$ cat config.mk
export PLATFORM = sky130hd
export DESIGN_NAME = serial_loader
export DESIGN_NICKNAME = d
export VERILOG_FILES = /design/src/rtl/serial_loader.sv
export SDC_FILE = /design/constraint.sdc
export NUM_CORES = 1
export LEC_CHECK = 0
export CAP_MARGIN = 20
export CORE_UTILIZATION = 65
export CTS_CLUSTER_SIZE = 30
export DETAILED_ROUTE_END_ITERATION = 6
export HOLD_SLACK_MARGIN = 0.03
export PLACE_DENSITY = 0.83
export SYNTH_ARGS = -nofsm -noshare
export SYNTH_HDL_FRONTEND = slang
export SYNTH_SLANG_ARGS = --single-unit
export TNS_END_PERCENT = 30
$ cat constraint.sdc
create_clock -name clk -period 8.2 [get_ports clk]
set_clock_uncertainty 0.2 [all_clocks]
set_input_delay 1.23 -clock clk [delete_from_list [all_inputs] [get_ports clk]]
set_output_delay 1.23 -clock clk [all_outputs]
set_load 0.01 [all_outputs]
$ cat src/rtl/serial_loader.sv
// serial_loader: 8N1 UART host link that issues 16-bit-address byte reads/writes on a simple req/ack bus.
// Define LOADER_CHECKSUM_EN to add an 8-bit additive checksum to both frame directions.
module serial_loader #(
    parameter int clk_freq_hz    = 27_000_000,
    parameter int baud_rate      = 115200,
    parameter int oversample     = 16,
    parameter int timeout_cycles = 27_000_000
) (
    input  logic        clk,
    input  logic        rst,
    input  logic        rx,
    output logic        tx,
    output logic        mem_req,
    output logic        mem_we,
    output logic [15:0] mem_addr,
    output logic [7:0]  mem_wdata,
    input  logic [7:0]  mem_rdata,
    input  logic        mem_ack,
    output logic        busy,
    output logic        err
);
    localparam int BAUD_DIV = clk_freq_hz / (baud_rate * oversample);
    localparam logic [7:0] ACK = 8'h06, NAK = 8'h15, CMD_W = 8'h57, CMD_R = 8'h52;
`ifdef LOADER_CHECKSUM_EN
    localparam bit CSUM_EN = 1'b1;
`else
    localparam bit CSUM_EN = 1'b0;
`endif
    typedef enum logic [3:0] {IDLE, ADDR_HI, ADDR_LO, LEN, WDATA, WBUS, RBUS, RSEND, CSUM, REPLY} state_t;
    state_t state, state_n;
    logic [15:0] baud_cnt;
    logic        tick;
    logic        rx_meta, rx_s, rx_busy, rx_err, hold_full;
    logic [7:0]  rx_cnt, rx_sh, hold;
    logic [3:0]  rx_bit;
    logic [9:0]  tx_sh;
    logic [3:0]  tx_bits;
    logic [7:0]  tx_cnt, tx_byte;
    logic        tx_busy, tx_load;
    logic        rx_take, flush, fsm_err, err_q, cmd_w, cmd_ok, waiting, timed_out, rep_pending;
    logic [8:0]  cnt;
    logic [7:0]  rdata, rep_byte, csum;
    logic [31:0] tcnt;

    assign tick = baud_cnt == 16'(BAUD_DIV - 1);
    assign tx = tx_sh[0];
    assign busy = state != IDLE;
    assign err = err_q | rx_err;
    assign cmd_ok = hold == CMD_W || hold == CMD_R;
    assign flush = state == REPLY && state_n == IDLE;
    assign waiting = (state == ADDR_HI || state == ADDR_LO || state == LEN || state == WDATA || state == CSUM) && !hold_full;
    assign timed_out = waiting && tcnt == 32'(timeout_cycles - 1);

    always_ff @(posedge clk or negedge rst)
        if (!rst) baud_cnt <= '0;
        else baud_cnt <= tick ? '0 : baud_cnt + 16'd1;

    // Receiver: first sample lands mid start bit, then one sample per bit period.
    always_ff @(posedge clk or negedge rst)
        if (!rst) begin
            rx_meta <= 1'b1; rx_s <= 1'b1; rx_busy <= 1'b0; rx_err <= 1'b0;
            rx_cnt <= '0; rx_bit <= '0; rx_sh <= '0; hold <= '0; hold_full <= 1'b0;
        end else begin
            rx_meta <= rx;
            rx_s <= rx_meta;
            rx_err <= 1'b0;
            if (rx_take || flush) hold_full <= 1'b0;
            if (!rx_busy) begin
                if (!rx_s) begin
                    rx_busy <= 1'b1;
                    rx_cnt <= 8'(oversample / 2 - 1);
                    rx_bit <= '0;
                end
            end else if (tick) begin
                if (rx_cnt != 8'd0) rx_cnt <= rx_cnt - 8'd1;
                else begin
                    rx_cnt <= 8'(oversample - 1);
                    rx_bit <= rx_bit + 4'd1;
                    if (rx_bit == 4'd0) rx_busy <= !rx_s;
                    else if (rx_bit == 4'd9) begin
                        rx_busy <= 1'b0;
                        if (!rx_s || (hold_full && !rx_take)) rx_err <= 1'b1;
                        else begin
                            hold <= rx_sh;
                            hold_full <= 1'b1;
                        end
                    end else rx_sh <= {rx_s, rx_sh[7:1]};
                end
            end
        end

    always_ff @(posedge clk or negedge rst)
        if (!rst) begin
            tx_sh <= '1; tx_bits <= '0; tx_cnt <= '0; tx_busy <= 1'b0;
        end else if (tx_load) begin
            tx_sh <= {1'b1, tx_byte, 1'b0};
            tx_bits <= 4'd10;
            tx_cnt <= 8'(oversample - 1);
            tx_busy <= 1'b1;
        end else if (tx_busy && tick) begin
            if (tx_cnt != 8'd0) tx_cnt <= tx_cnt - 8'd1;
            else begin
                tx_cnt <= 8'(oversample - 1);
                tx_sh <= {1'b1, tx_sh[9:1]};
                tx_bits <= tx_bits - 4'd1;
                tx_busy <= tx_bits != 4'd1;
            end
        end

    always_comb begin
        state_n = state;
        rx_take = 1'b0;
        tx_load = 1'b0;
        tx_byte = rdata;
        fsm_err = 1'b0;
        case (state)
            IDLE: if (hold_full && !tx_busy) begin
                rx_take = 1'b1;
                state_n = cmd_ok ? ADDR_HI : IDLE;
                tx_load = !cmd_ok;
                tx_byte = NAK;
                fsm_err = !cmd_ok;
            end
            ADDR_HI: if (hold_full) begin rx_take = 1'b1; state_n = ADDR_LO; end
            ADDR_LO: if (hold_full) begin rx_take = 1'b1; state_n = LEN; end
            LEN:     if (hold_full) begin rx_take = 1'b1; state_n = cmd_w ? WDATA : RBUS; end
            WDATA:   if (hold_full) begin rx_take = 1'b1; state_n = WBUS; end
            CSUM:    if (hold_full) begin rx_take = 1'b1; state_n = REPLY; fsm_err = hold != csum; end
            WBUS:    if (mem_ack) state_n = cnt != 9'd1 ? WDATA : CSUM_EN ? CSUM : REPLY;
            RBUS:    if (mem_ack) state_n = RSEND;
            RSEND: if (!tx_busy) begin
                tx_load = 1'b1;
                state_n = cnt == 9'd0 ? REPLY : RBUS;
            end
            REPLY: if (!tx_busy) begin
                tx_load = rep_pending;
                tx_byte = rep_byte;
                state_n = rep_pending ? REPLY : IDLE;
            end
            default: state_n = IDLE;
        endcase
        if (timed_out) begin
            state_n = IDLE;
            fsm_err = 1'b1;
        end
    end

    always_ff @(posedge clk or negedge rst)
        if (!rst) begin
            state <= IDLE; mem_req <= 1'b0; mem_we <= 1'b0; mem_addr <= '0; mem_wdata <= '0;
            cmd_w <= 1'b0; cnt <= '0; rdata <= '0; rep_byte <= ACK; rep_pending <= 1'b0;
            tcnt <= '0; err_q <= 1'b0; csum <= '0;
        end else begin
            state <= state_n;
            mem_req <= state_n == WBUS || state_n == RBUS;
            mem_we <= state_n == WBUS;
            err_q <= fsm_err;
            tcnt <= waiting ? tcnt + 32'd1 : '0;
            if (rx_take)
                case (state)
                    IDLE:    cmd_w <= hold == CMD_W;
                    ADDR_HI: mem_addr[15:8] <= hold;
                    ADDR_LO: mem_addr[7:0] <= hold;
                    LEN: begin
                        cnt <= {hold == 8'd0, hold};
                        rep_byte <= ACK;
                        rep_pending <= CSUM_EN || cmd_w;
                    end
                    WDATA:   mem_wdata <= hold;
                    CSUM:    rep_byte <= hold == csum ? ACK : NAK;
                    default: ;
                endcase
            if ((state == WBUS || state == RBUS) && mem_ack) begin
                mem_addr <= mem_addr + 16'd1;
                cnt <= cnt - 9'd1;
                if (state == RBUS) rdata <= mem_rdata;
            end
            if (state == RSEND && tx_load && cnt == 9'd0) rep_byte <= csum;
            if (state == REPLY && tx_load) rep_pending <= 1'b0;
            // Running checksum covers header and data bytes in either direction.
            if (state == IDLE) csum <= '0;
            else if (rx_take && state != CSUM) csum <= csum + hold;
            else if (state == RBUS && mem_ack) csum <= csum + mem_rdata;
        end
endmodule

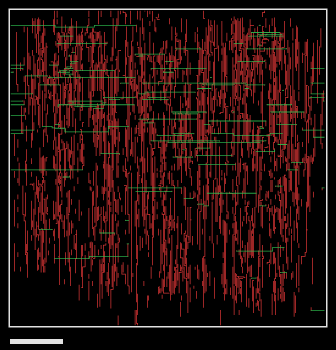
Figure 1: metal layers overlaid.
Bar = 20 um. Only two layers are drawn.
Key: green = M3 [wire length 1000 um]; red = M2 [wire length 9460 um]

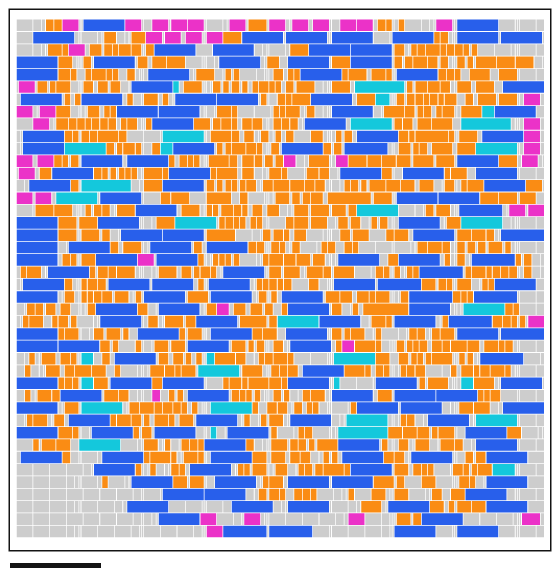
Figure 2: cells colored by class.
Bar = 20 um. Fill, decap, tap and diode cells in gray.
Key: magenta = remaining buffers and delay cells [cells 45]; orange = remaining logic cells [cells 706]; cyan = clock drivers and dummy loads [cells 32]; blue = registers [cells 169]
CORE AREA: 0.01330 mm2
Seq area share: 42.46%
final instance area: 0.009998 mm2

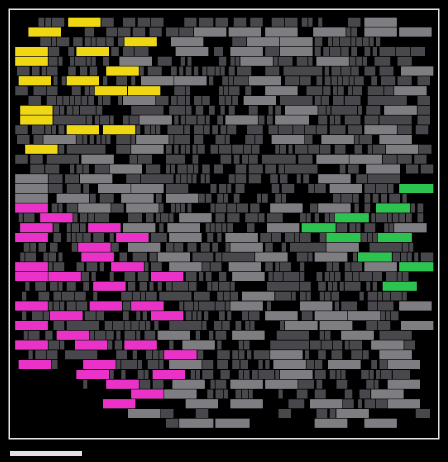
Figure 3: sequential cells colored by netlist name.
Bar = 20 um. Other sequential cells in the stronger gray, the rest of the logic in the fainter gray.
Key: green = tx_sh [placed flops 9, where east]; magenta = tcnt [placed flops 32]; yellow = mem_addr [placed flops 16, where north-west]

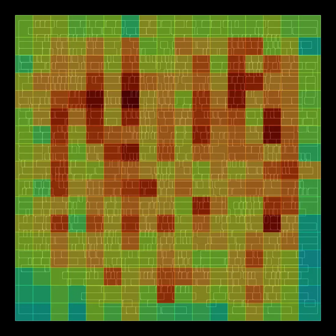
Figure 4: routing congestion map.
met1 Use GR: 40.83%
fin util: 75.20%

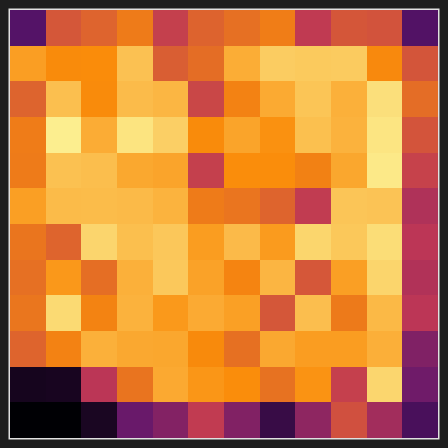
Figure 5: placement density heat map.
The die is cut into 12 by 12 equal tiles; black is low, pale yellow is high, 0 to 100% covered.
1.4% of the tiles are nearly empty. The mean over all tiles is 69%. 50% of the tiles are over 75% full.
fp util: 66.90%

==> flow_metrics.tcl <==
# implementation run metrics
set metrics [dict create \
    hp-start "rx_meta$_DFF_PN1_" \
    ctsResizeCount 0 \
    r2r-end "csum[7]$_DFFE_PN0P_" \
    final-hold-violation-count 0 \
    cts_buffers 17 \
    routed_wl_um 19500 \
    chip_area_mm2 0.01416 \
    max_stage_delay_ns 0.75 \
    num_vias 6973 \
    worstRegToRegCells 10 \
    drt_iter0_markers 581 \
    tightest_slew_ns 0.9339 \
    yosysTopAreaCellShare_pct 43.89 \
    warnings 34 \
    seqCellArea_mm2 0.004245 \
    min_path_cells 0 \
    synth_top_cell_by_area "dfrtp_1" \
    htreeDepth 4 \
    yosys.cell_types.count 74 \
    dr.pass1.iters 7 \
    power_density_mw_per_mm2 170.7 \
    ys_area_mm2 0.008895 \
    ios 41 \
    grt_pass1_wl_um 32690 \
    area_delta_synth_final_pct 12.41 \
    ys_seq_share_pct 47.73 \
    rows 42 \
    postCtsSetupBuffers 0 \
    combPwrFrac_pct 1.7 \
    crit_type "flip-flop to flip-flop" \
    pwr-share-clk_pct 49.3 \
    crit_path_end_kind "flip-flop" \
    synth_cells 915 \
    final-setup-viol-count 0 \
    diodes 0 \
    cts_sinks 169 \
    syn_nets 951 \
    syn_area_mm2 0.008895 \
    drcViolationCount 0 \
    place_congestion 0.9194 \
    vias_per_cell 6.182 \
    hold_path.class "flip-flop to flip-flop" \
    grt_start_max_net_pins 94 \
    layout_min_cycle_time_ns 3.901 \
    rsz0062_at_grt "no" \
    dp.final_hpwl_um 12820 \
    clockRootBuffer "clkbuf_16" \
    setup.worst_path.start_class "flip-flop" \
    ys_cells 915 \
    portBuffers 40 \
    rrSetupSlack_ns 4.30 \
    grt_usage_pct 29.27 \
    ys_ff 169 \
    clk_pin_slew_ns 0.06 \
    die_h_um 119.0 \
    wl_per_cell_um 17.29 \
    min_to "rx_s$_DFF_PN1_" \
    ys.flop_type "dfrtp_1" \
    path_max_fanout 23 \
    logic_area_mm2 0.004347 \
    reg2reg_from "state[1]$_DFF_PN0_" \
    place_ws_ns 4.310 \
    p_leak_nw 4.355 \
    drt.antenna.violating_nets 0 \
    layout.nets 975 \
    insertion_delay_ns 0.43 \
    synthTopCellsByCount "dfrtp_1 (156), nor2_1 (121), nand2_1 (76)" \
    die_w_um 119.0 \
    max_freq_ghz 0.2563 \
    slew_headroom_pct 37.74 \
    outcome "finished, final reports clean" \
    cts_tree "built" \
    cap_violations 0 \
    globalRouteOverflowTotal 0 \
    finalMaxSlewViolations 0 \
    required_ns 8.36 \
    path_common_cell "a21oi_1" \
    yosysMostFrequentCell "dfrtp_1" \
    p_int_mw 1.361 \
    holdBufCountCts 0 \
    edf_count 0 \
    crit_chain "nor4b_1 > nor3b_2 > mux2_2 > ha_1 > a21oi_1 > o211ai_1 > o41ai_1 > xnor2_1 > or3_1 > a21oi_1" \
    vdd_drop_max_mv 0.1458 \
    seq_power_share_pct 49.0 \
    grt_pass1_vias 6653 \
    drive_above_1_share_pct 11.13 \
    top_cells_by_area "dfrtp_1 (44%), nor2_1 (5.1%), mux2_2 (5.1%)" \
    synthArstFlopShare_pct 100.0 \
    fillers 937 \
    yosys_warnings 0 \
    finalClockPeriodUsage_pct 47.58 \
    antenna_found_initial 0 \
    fin_setup_tns_ns 0 \
    clock_path_buffers 2 \
    finalWorstSetupSlack_ns 4.299 \
    cp.arrival_ns 4.06 \
    crit_path_top_delay_cell "dfrtp_1" \
    p_sw_share_pct 20.26 \
    switchingPower_uw 345.8 \
    syn_avg_cell_area_um2 9.721 \
]
## power groups by stage
stage | logic [mW] | clock network [mW] | registers, mW
global placement | 0.0300 | 0 | 0.851
floorplan | 0.00648 | 0 | 0.850
global route | 0.0341 | 0.888 | 0.835
detailed placement | 0.0302 | 0 | 0.851
finish | 0.0293 | 0.842 | 0.836
CTS | 0.0305 | 0.852 | 0.836
## cell families after synthesis
logic type      Yosys count  synth area share, %
xor+xnor                 64                6.302
mux                      46                5.739
simple gates            380                21.34
compound gates          158                12.03
buf+inv                  74                3.404
fa+ha+maj                24                3.460
flops                   169                47.73
## worst max-delay path by stage
stage	startpoint	endpoint	slack, ns
2_1_floorplan	state[3]$_DFF_PN0_	csum[7]$_DFFE_PN0P_	4.99
3_3_place_gp	mem_ack	csum[4]$_DFFE_PN0P_	4.44
3_5_place_dp	mem_ack	csum[4]$_DFFE_PN0P_	4.31
4_1_cts	state[1]$_DFF_PN0_	csum[7]$_DFFE_PN0P_	4.35
5_1_grt	state[1]$_DFF_PN0_	csum[6]$_DFFE_PN0P_	4.04
6_report	state[1]$_DFF_PN0_	csum[7]$_DFFE_PN0P_	4.30
## routing by layer
layer | track usage, % | wire [um] | vias to the layer above
li1 | - | - | 3298
met1 | 40.83 | 8698 | 3435
met2 | 46.29 | 9460 | 211
met3 | 4.837 | 1001 | 29
met4 | 10.76 | 341 | 0
met5 | 0 | 0 | -
## cell type report
class,count,area share (%)
multi-input combinational,672,43.47
sequential,169,42.46
clock buffer,21,4.505
timing repair buffer,45,4.367
tap,176,2.202
clock inverter,11,1.714
inverter,34,1.276
## worst max-delay path: cells and delay by family, from the launching register on
| kind | cells | cell delay, ns |
|---|---|---|
| compound gates | 4 | 0.88 |
| xor+xnor | 1 | 0.13 |
| fa+ha+maj | 1 | 0.27 |
| flops | 1 | 0.75 |
| mux | 1 | 0.42 |
| simple gates | 3 | 1.18 |
## cells in the final DEF, fill, tap and decap left out, drive strengths merged, types with 5 or more instances in the layout
master           n
dfrtp          156
nor2           121
nand2           76
a21oi           49
nand3           49
xor2            42
mux2            40
clkdlybuf4s50   39
o21ai           36
inv             34
nor3            25
ha              23
xnor2           22
clkbuf          21
and3            16
nand4           15
nor4            15
dfstp           13
or3             12
o211ai          10
a211oi           8
nor2b            7
a311oi           7
and4             6
nand2b           6
mux2i            6
buf              6
a41oi            5
clkinvlp         5
and2             5
or2              5
## stage by stage
step | hold WS, ns | std cells | total power, mW | instance area [um2] | utilization, %
3_3_place_gp | 0.1459 | 1095 | 0.8808 | 9371 | 70.49
2_1_floorplan | 0.1452 | 915 | 0.8569 | 8895 | -
3_5_place_dp | 0.1472 | 1095 | 0.8810 | 9371 | 70.49
6_report | 0.1553 | 1128 | 1.707 | 9998 | 75.20
4_1_cts | 0.1562 | 1127 | 1.718 | 9993 | 75.16
5_1_grt | 0.1576 | 1128 | 1.757 | 9998 | 75.20
## sequential cells by signal, indices dropped and copies added, names as in the netlist, 8 cells and up
register / flops
rdata: 8
baud_cnt: 16
hold: 8
rep_byte: 8
rx_cnt: 8
tx_sh: 9
rx_sh: 8
tcnt: 32
tx_cnt: 8
cnt: 9
csum: 8
mem_addr: 16
mem_wdata: 8
Power and IR drop assume default switching activity.
